Signal wires by layer:
Drawn at 3 px/um. Only two layers are drawn.
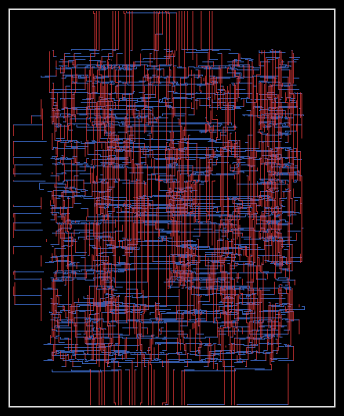
Placement view:
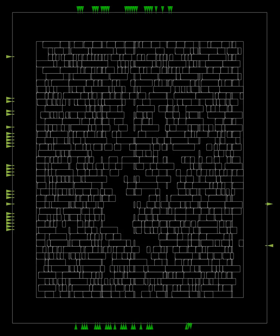
Signal wires on met3:
Drawn at 3 px/um.
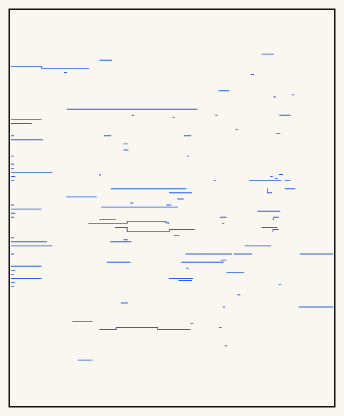
Where the registers sit:
Drawn at 4 px/um. Other sequential cells in the stronger grey, the rest of the logic in the fainter grey.
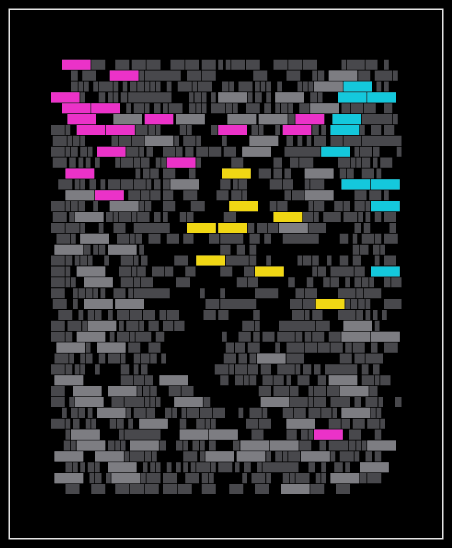
<file path="config.mk">
export PLATFORM = sky130hd
export DESIGN_NAME = pulse_id_uart_tx
export DESIGN_NICKNAME = d
export VERILOG_FILES = /design/src/rtl/pulse_id_uart_tx_pkg.sv /design/src/rtl/pulse_id_uart_tx_uart_byte_tx.sv /design/src/rtl/pulse_id_uart_tx.sv
export SDC_FILE = /design/constraint.sdc
export NUM_CORES = 1
export LEC_CHECK = 0
export CORE_AREA = 10 10 98 122
export DETAILED_ROUTE_END_ITERATION = 8
export DIE_AREA = 0 0 108 132
export PLACE_DENSITY = 0.84
export SLEW_MARGIN = 20
export SYNTH_ARGS = -nofsm -noshare
export SYNTH_HDL_FRONTEND = slang
export SYNTH_SLANG_ARGS = --single-unit
</file>
<file path="constraint.sdc">
create_clock -name clk_72MHz -period 5.6 [get_ports clk_72MHz]
set_input_delay 0.84 -clock clk_72MHz [delete_from_list [all_inputs] [get_ports clk_72MHz]]
set_output_delay 0.84 -clock clk_72MHz [all_outputs]
set_load 0.02 [all_outputs]
</file>
<file path="src/rtl/pulse_id_uart_tx_pkg.sv">
// Shared constants, FSM encodings and byte helpers for the pulse-id UART frame.
package pulse_id_uart_tx_pkg;

  localparam logic [7:0] HEADER_BYTE = 8'hA5;
  localparam int         FRAME_LEN   = 14;
  localparam int         VAL_W       = 17;
  localparam int         IDX_W       = 4;
  localparam logic [IDX_W-1:0] LAST_IDX = IDX_W'(FRAME_LEN - 1);

  typedef enum logic [2:0] {
    IDLE,
    CAPTURE,
    HANDSHAKE,
    LOAD,
    SEND,
    NEXT
  } state_t;

  typedef enum logic [1:0] {
    TX_IDLE,
    TX_START,
    TX_DATA,
    TX_STOP
  } tx_phase_t;

  // k=0 is the MSB byte holding only bit 16, k=2 the LSB byte.
  function automatic logic [7:0] val_byte(input logic [VAL_W-1:0] v, input logic [1:0] k);
    case (k)
      2'd0:    val_byte = {7'b0, v[16]};
      2'd1:    val_byte = v[15:8];
      default: val_byte = v[7:0];
    endcase
  endfunction

  // XOR of the three bytes a value occupies in the frame.
  function automatic logic [7:0] val_xor(input logic [VAL_W-1:0] v);
    val_xor = {7'b0, v[16]} ^ v[15:8] ^ v[7:0];
  endfunction

endpackage

</file>
<file path="src/rtl/pulse_id_uart_tx_uart_byte_tx.sv">
// 8N1 byte serializer: start bit, 8 data bits LSB first, stop bit.
// done is high during the final cycle of the stop bit so the caller can
// queue the next byte with a short gap.
module uart_byte_tx #(
  parameter int CLKS_PER_BIT = 625
) (
  input  logic       clk_72MHz,
  input  logic       reset,
  input  logic       tx_start,
  input  logic [7:0] tx_data,
  output logic       tx,
  output logic       done
);
  import pulse_id_uart_tx_pkg::*;

  localparam int              CNT_W   = $clog2(CLKS_PER_BIT + 1);
  localparam logic [CNT_W-1:0] CNT_MAX = CNT_W'(CLKS_PER_BIT - 1);

  tx_phase_t        r_phase, w_phase_nxt;
  logic [CNT_W-1:0] r_cnt, w_cnt_nxt;
  logic [2:0]       r_bit_idx, w_bit_nxt;
  logic [7:0]       r_shift, w_shift_nxt;
  logic             r_tx, w_tx_nxt;
  logic             w_cnt_zero;
  logic             w_done;

  assign w_cnt_zero = (r_cnt == '0);
  assign tx         = r_tx;
  assign done       = w_done;

  // Serializer state and bit/baud counter registers.
  always_ff @(posedge clk_72MHz) begin
    if (reset) begin
      r_phase   <= TX_IDLE;
      r_cnt     <= '0;
      r_bit_idx <= '0;
      r_shift   <= '0;
      r_tx      <= 1'b1;
    end else begin
      r_phase   <= w_phase_nxt;
      r_cnt     <= w_cnt_nxt;
      r_bit_idx <= w_bit_nxt;
      r_shift   <= w_shift_nxt;
      r_tx      <= w_tx_nxt;
    end
  end

  // Next-state logic: each bit is held until the baud down-counter hits zero.
  always_comb begin
    w_phase_nxt = r_phase;
    w_cnt_nxt   = r_cnt;
    w_bit_nxt   = r_bit_idx;
    w_shift_nxt = r_shift;
    w_tx_nxt    = r_tx;
    w_done      = 1'b0;
    if (r_phase != TX_IDLE && !w_cnt_zero) w_cnt_nxt = r_cnt - 1'b1;
    case (r_phase)
      TX_IDLE: begin
        w_tx_nxt = 1'b1;
        if (tx_start) begin
          w_phase_nxt = TX_START;
          w_tx_nxt    = 1'b0;
          w_cnt_nxt   = CNT_MAX;
          w_shift_nxt = tx_data;
          w_bit_nxt   = '0;
        end
      end
      TX_START: begin
        if (w_cnt_zero) begin
          w_phase_nxt = TX_DATA;
          w_tx_nxt    = r_shift[0];
          w_cnt_nxt   = CNT_MAX;
        end
      end
      TX_DATA: begin
        if (w_cnt_zero) begin
          w_cnt_nxt = CNT_MAX;
          if (r_bit_idx == 3'd7) begin
            w_phase_nxt = TX_STOP;
            w_tx_nxt    = 1'b1;
          end else begin
            w_bit_nxt   = r_bit_idx + 3'd1;
            w_shift_nxt = {1'b0, r_shift[7:1]};
            w_tx_nxt    = r_shift[1];
          end
        end
      end
      TX_STOP: begin
        if (w_cnt_zero) begin
          w_done      = 1'b1;
          w_phase_nxt = TX_IDLE;
        end
      end
      default: w_phase_nxt = TX_IDLE;
    endcase
  end

endmodule

</file>
<file path="src/rtl/pulse_id_uart_tx.sv">
// Captures a pulse-identification result, acknowledges it, and sends it as a
// 14-byte UART frame: header, polynomial, three pulse ids, XOR checksum.
module pulse_id_uart_tx #(
  parameter int         CLKS_PER_BIT = 625,
  parameter logic [7:0] HEADER_BYTE  = pulse_id_uart_tx_pkg::HEADER_BYTE
) (
  input  logic                                  clk_72MHz,
  input  logic                                  reset,
  input  logic                                  ready,
  input  logic [pulse_id_uart_tx_pkg::VAL_W-1:0] polynomial,
  input  logic [pulse_id_uart_tx_pkg::VAL_W-1:0] pulse_id_0,
  input  logic [pulse_id_uart_tx_pkg::VAL_W-1:0] pulse_id_1,
  input  logic [pulse_id_uart_tx_pkg::VAL_W-1:0] pulse_id_2,
  output logic                                  id_ack,
  output logic                                  tx,
  output logic                                  busy
);
  import pulse_id_uart_tx_pkg::*;

  state_t           r_state, w_state_nxt;
  logic             r_id_ack, r_busy;
  logic [IDX_W-1:0] r_idx;
  logic [VAL_W-1:0] r_poly, r_id0, r_id1, r_id2;
  logic             w_tx_start, w_done;
  logic [7:0]       w_byte, w_checksum;

  assign id_ack     = r_id_ack;
  assign busy       = r_busy;
  assign w_checksum = val_xor(r_poly) ^ val_xor(r_id0) ^ val_xor(r_id1) ^ val_xor(r_id2);

  // Byte selection from the shadow registers by frame index.
  always_comb begin
    w_byte = w_checksum;
    if (r_idx == 4'd0)       w_byte = HEADER_BYTE;
    else if (r_idx <= 4'd3)  w_byte = val_byte(r_poly, 2'(r_idx - 4'd1));
    else if (r_idx <= 4'd6)  w_byte = val_byte(r_id0, 2'(r_idx - 4'd4));
    else if (r_idx <= 4'd9)  w_byte = val_byte(r_id1, 2'(r_idx - 4'd7));
    else if (r_idx <= 4'd12) w_byte = val_byte(r_id2, 2'(r_idx - 4'd10));
  end

  // State register plus handshake, busy, index and shadow updates.
  always_ff @(posedge clk_72MHz) begin
    if (reset) begin
      r_state  <= IDLE;
      r_id_ack <= 1'b0;
      r_busy   <= 1'b0;
      r_idx    <= '0;
      r_poly   <= '0;
      r_id0    <= '0;
      r_id1    <= '0;
      r_id2    <= '0;
    end else begin
      r_state <= w_state_nxt;
      case (r_state)
        IDLE: if (ready && !r_id_ack) r_busy <= 1'b1;
        CAPTURE: begin
          r_poly   <= polynomial;
          r_id0    <= pulse_id_0;
          r_id1    <= pulse_id_1;
          r_id2    <= pulse_id_2;
          r_id_ack <= 1'b1;
        end
        HANDSHAKE: begin
          if (!ready) begin
            r_id_ack <= 1'b0;
            r_idx    <= '0;
          end
        end
        NEXT: begin
          if (r_idx == LAST_IDX) r_busy <= 1'b0;
          else                   r_idx  <= r_idx + 1'b1;
        end
        default: ;
      endcase
    end
  end

  // Next-state decode and the one-cycle serializer start strobe.
  always_comb begin
    w_state_nxt = r_state;
    w_tx_start  = 1'b0;
    case (r_state)
      IDLE:      if (ready && !r_id_ack) w_state_nxt = CAPTURE;
      CAPTURE:   w_state_nxt = HANDSHAKE;
      HANDSHAKE: if (!ready) w_state_nxt = LOAD;
      LOAD: begin
        w_tx_start  = 1'b1;
        w_state_nxt = SEND;
      end
      SEND:      if (w_done) w_state_nxt = NEXT;
      NEXT:      w_state_nxt = (r_idx == LAST_IDX) ? IDLE : LOAD;
      default:   w_state_nxt = IDLE;
    endcase
  end

  uart_byte_tx #(
    .CLKS_PER_BIT(CLKS_PER_BIT)
  ) u_byte_tx (
    .clk_72MHz(clk_72MHz),
    .reset    (reset),
    .tx_start (w_tx_start),
    .tx_data  (w_byte),
    .tx       (tx),
    .done     (w_done)
  );

endmodule

</file>
==> results.txt <==
Post-synth cell types: 63
Max power group: combinational cells
Initial core utilization: 59.0%
Post-cts hold-fix buffer tally: 0
DRT Pass-1 Iters: 4
Vias per inst: 5.75
Sw Ratio: 40.7%
Max Slew Vio Count: 0
M1 WL: 6240 um
Synth Seq Share: 35.8%
Buffering overhead: 11.2%
Fmax: 349 MHz
Logic inverters: 13
Final Cycle Share: 51.1%
Crit path from: u_byte_tx.r_phase[0]
Reg power frac: 34.9%
HP Start: r_id1[16]
Design area: 6640 um^2
Adder share: 2.88%
Hold Crit Depth: 2
Initial antenna violation count: 0
# Cells Yosys: 727
Final nets: 844
Critical path endpoint category: register
Comb area share: 50.5%
Die H: 132 um
Die width: 108 um
Clock H-tree levels: 3
Area share, top type: 35.8%
Hold EP: r_id1[16]
Net Count, Synth: 811
R2r setup slk: 2.74 ns
Reg2Reg Depth: 7
Post-Syn Area: 5640 um^2
Cell taking the most area after synthesis: dfxtp_1
Filler cells: 807
Critical Path Stages: 7
EDFF count, synth: 0
Synth warn: 0
GRT met2 Usage: 37.9%
Clock root cell: clkbuf_16
Top logic family: simple AND/OR/NAND/NOR gates
Placed Cells: 875
Setup Buffers After CTS: 0
IO Port Bufs: 73
Static Leakage: 2.27 nW
Critical path's largest stage delay: 0.67 ns
Xor+xnor area frac: 11.4%
CTS resizes: 0
Slew of the pin with the lowest slew margin: 1.00 ns
Final critical-path required period: 2.86 ns
Status: finished, final reports clean
Clock power frac: 21.3%
P_int: 1.83 mW
Met1 Track Usage GR: 23.6%
Post-route ant nets: 0
CTS tree: yes
Pwr dens: 465 nW/um^2
Most instantiated library cell after synthesis: nand2_1
Comb_multi_in: 560
R2R Path Start: u_byte_tx.r_phase[0]
Worst Path Max Fanout: 19
CP max stage cell: ha_1
Vias in the first global route: 5179
Layout cells sized above 1: 5.36%
Top post-synthesis cells by count: nand2_1, dfxtp_1, a21oi_1, xnor2_1, clkbuf_1
Placed inst area: 6320 um^2
Worst path arrival time: 3.14 ns
Number of non-clock buffers in the layout: 75
Flops & latches, synth: 101
RSZ-0062 raised after global routing: no
Length of routed met2 wiring: 8010 um
Most frequent logic cell in the layout: nand2_1
ClkCell Share: 4.75%
Critical path destination: u_byte_tx.r_shift[7]
Simple share: 22.7%
Setup ws final: 2.74 ns
Largest cell class by area: multi-input combinational cells
CTS sink cnt: 101
Post-Route Setup TNS: 0 ns
Post-route total power: 3.09 mW
Critical path launch point type: register
Initial DRC count: 236
# IOs: 74
Mux share: 0.355%
Top Layout Cells: nand2_1, dfxtp_1, a21oi_1
Worst VDD drop: 0.257 mV
Largest delay share family, worst path: AND-OR/OR-AND gates
Non-filler cells, final: 891
Worst slack, placed: 2.77 ns
GRT overflow: 0
Final hold viol count: 0
Final setup violation count: 0
Post-synth ARST share: 0%
Yosys stat area: 5640 um^2
Cells after synthesis: 727
WP data required: 5.88 ns
DR WL met3: 524 um
Combinational power: 1.35 mW
Synth area leaders: dfxtp_1, nand2_1, xnor2_1
Final GP Congestion: 0.928
Post-route DRC: 0
Clk slew on worst S/H paths: 0.08 ns
Power Clock: 658 uW
Hold_ws: 0.484 ns
Synthesized area per cell: 7.76 um^2
Clkbuf count: 10
Max-cap violations: 0
Area delta synth->final: 17.7%
Gr busiest metal: met2
Psw: 1.26 mW
TritonCTS buffer count: 9
Top FF cell, synth: dfxtp_1
First-pass GRT wire length: 25200 um
Worst-case clock buffer depth: 2
Late-Pin Clk Latency: 0.36 ns
RR Endpoint: u_byte_tx.r_shift[7]
Class of the worst hold path: register to register
About 'signal wires by layer':
Red shows metal 2, wire length 8010 um. Blue shows metal 1, wire length 6240 um.
GRT Overall Usage: 21.8%
wire per inst: 17.5 um
drt total wl: 15600 um
DR vias: 5124

About 'placement view':
Placeable Area: 9560 um^2
Tap Count: 126
row cnt: 40
Layout Utilization: 69.5%
seq_cells: 101

About 'signal wires on met3':
The longest straight run is 43.2 um. 64 nets have wire on it.
met3 Use GR: 2.69%

About 'where the registers sit':
Yellow shows `u_byte_tx.r_shift`, sequential cells 8, where centre. Cyan shows `u_byte_tx.r_cnt`, sequential cells 10, where upper right. Magenta shows `r_id2`, sequential cells 17.
Another 66 sequential cells are not coloured.
sequential cell area share: 30.5%
Reg area: 2020 um^2
Seq power: 1.08 mW

No activity file was given, so power comes from the tool's default toggle rates.
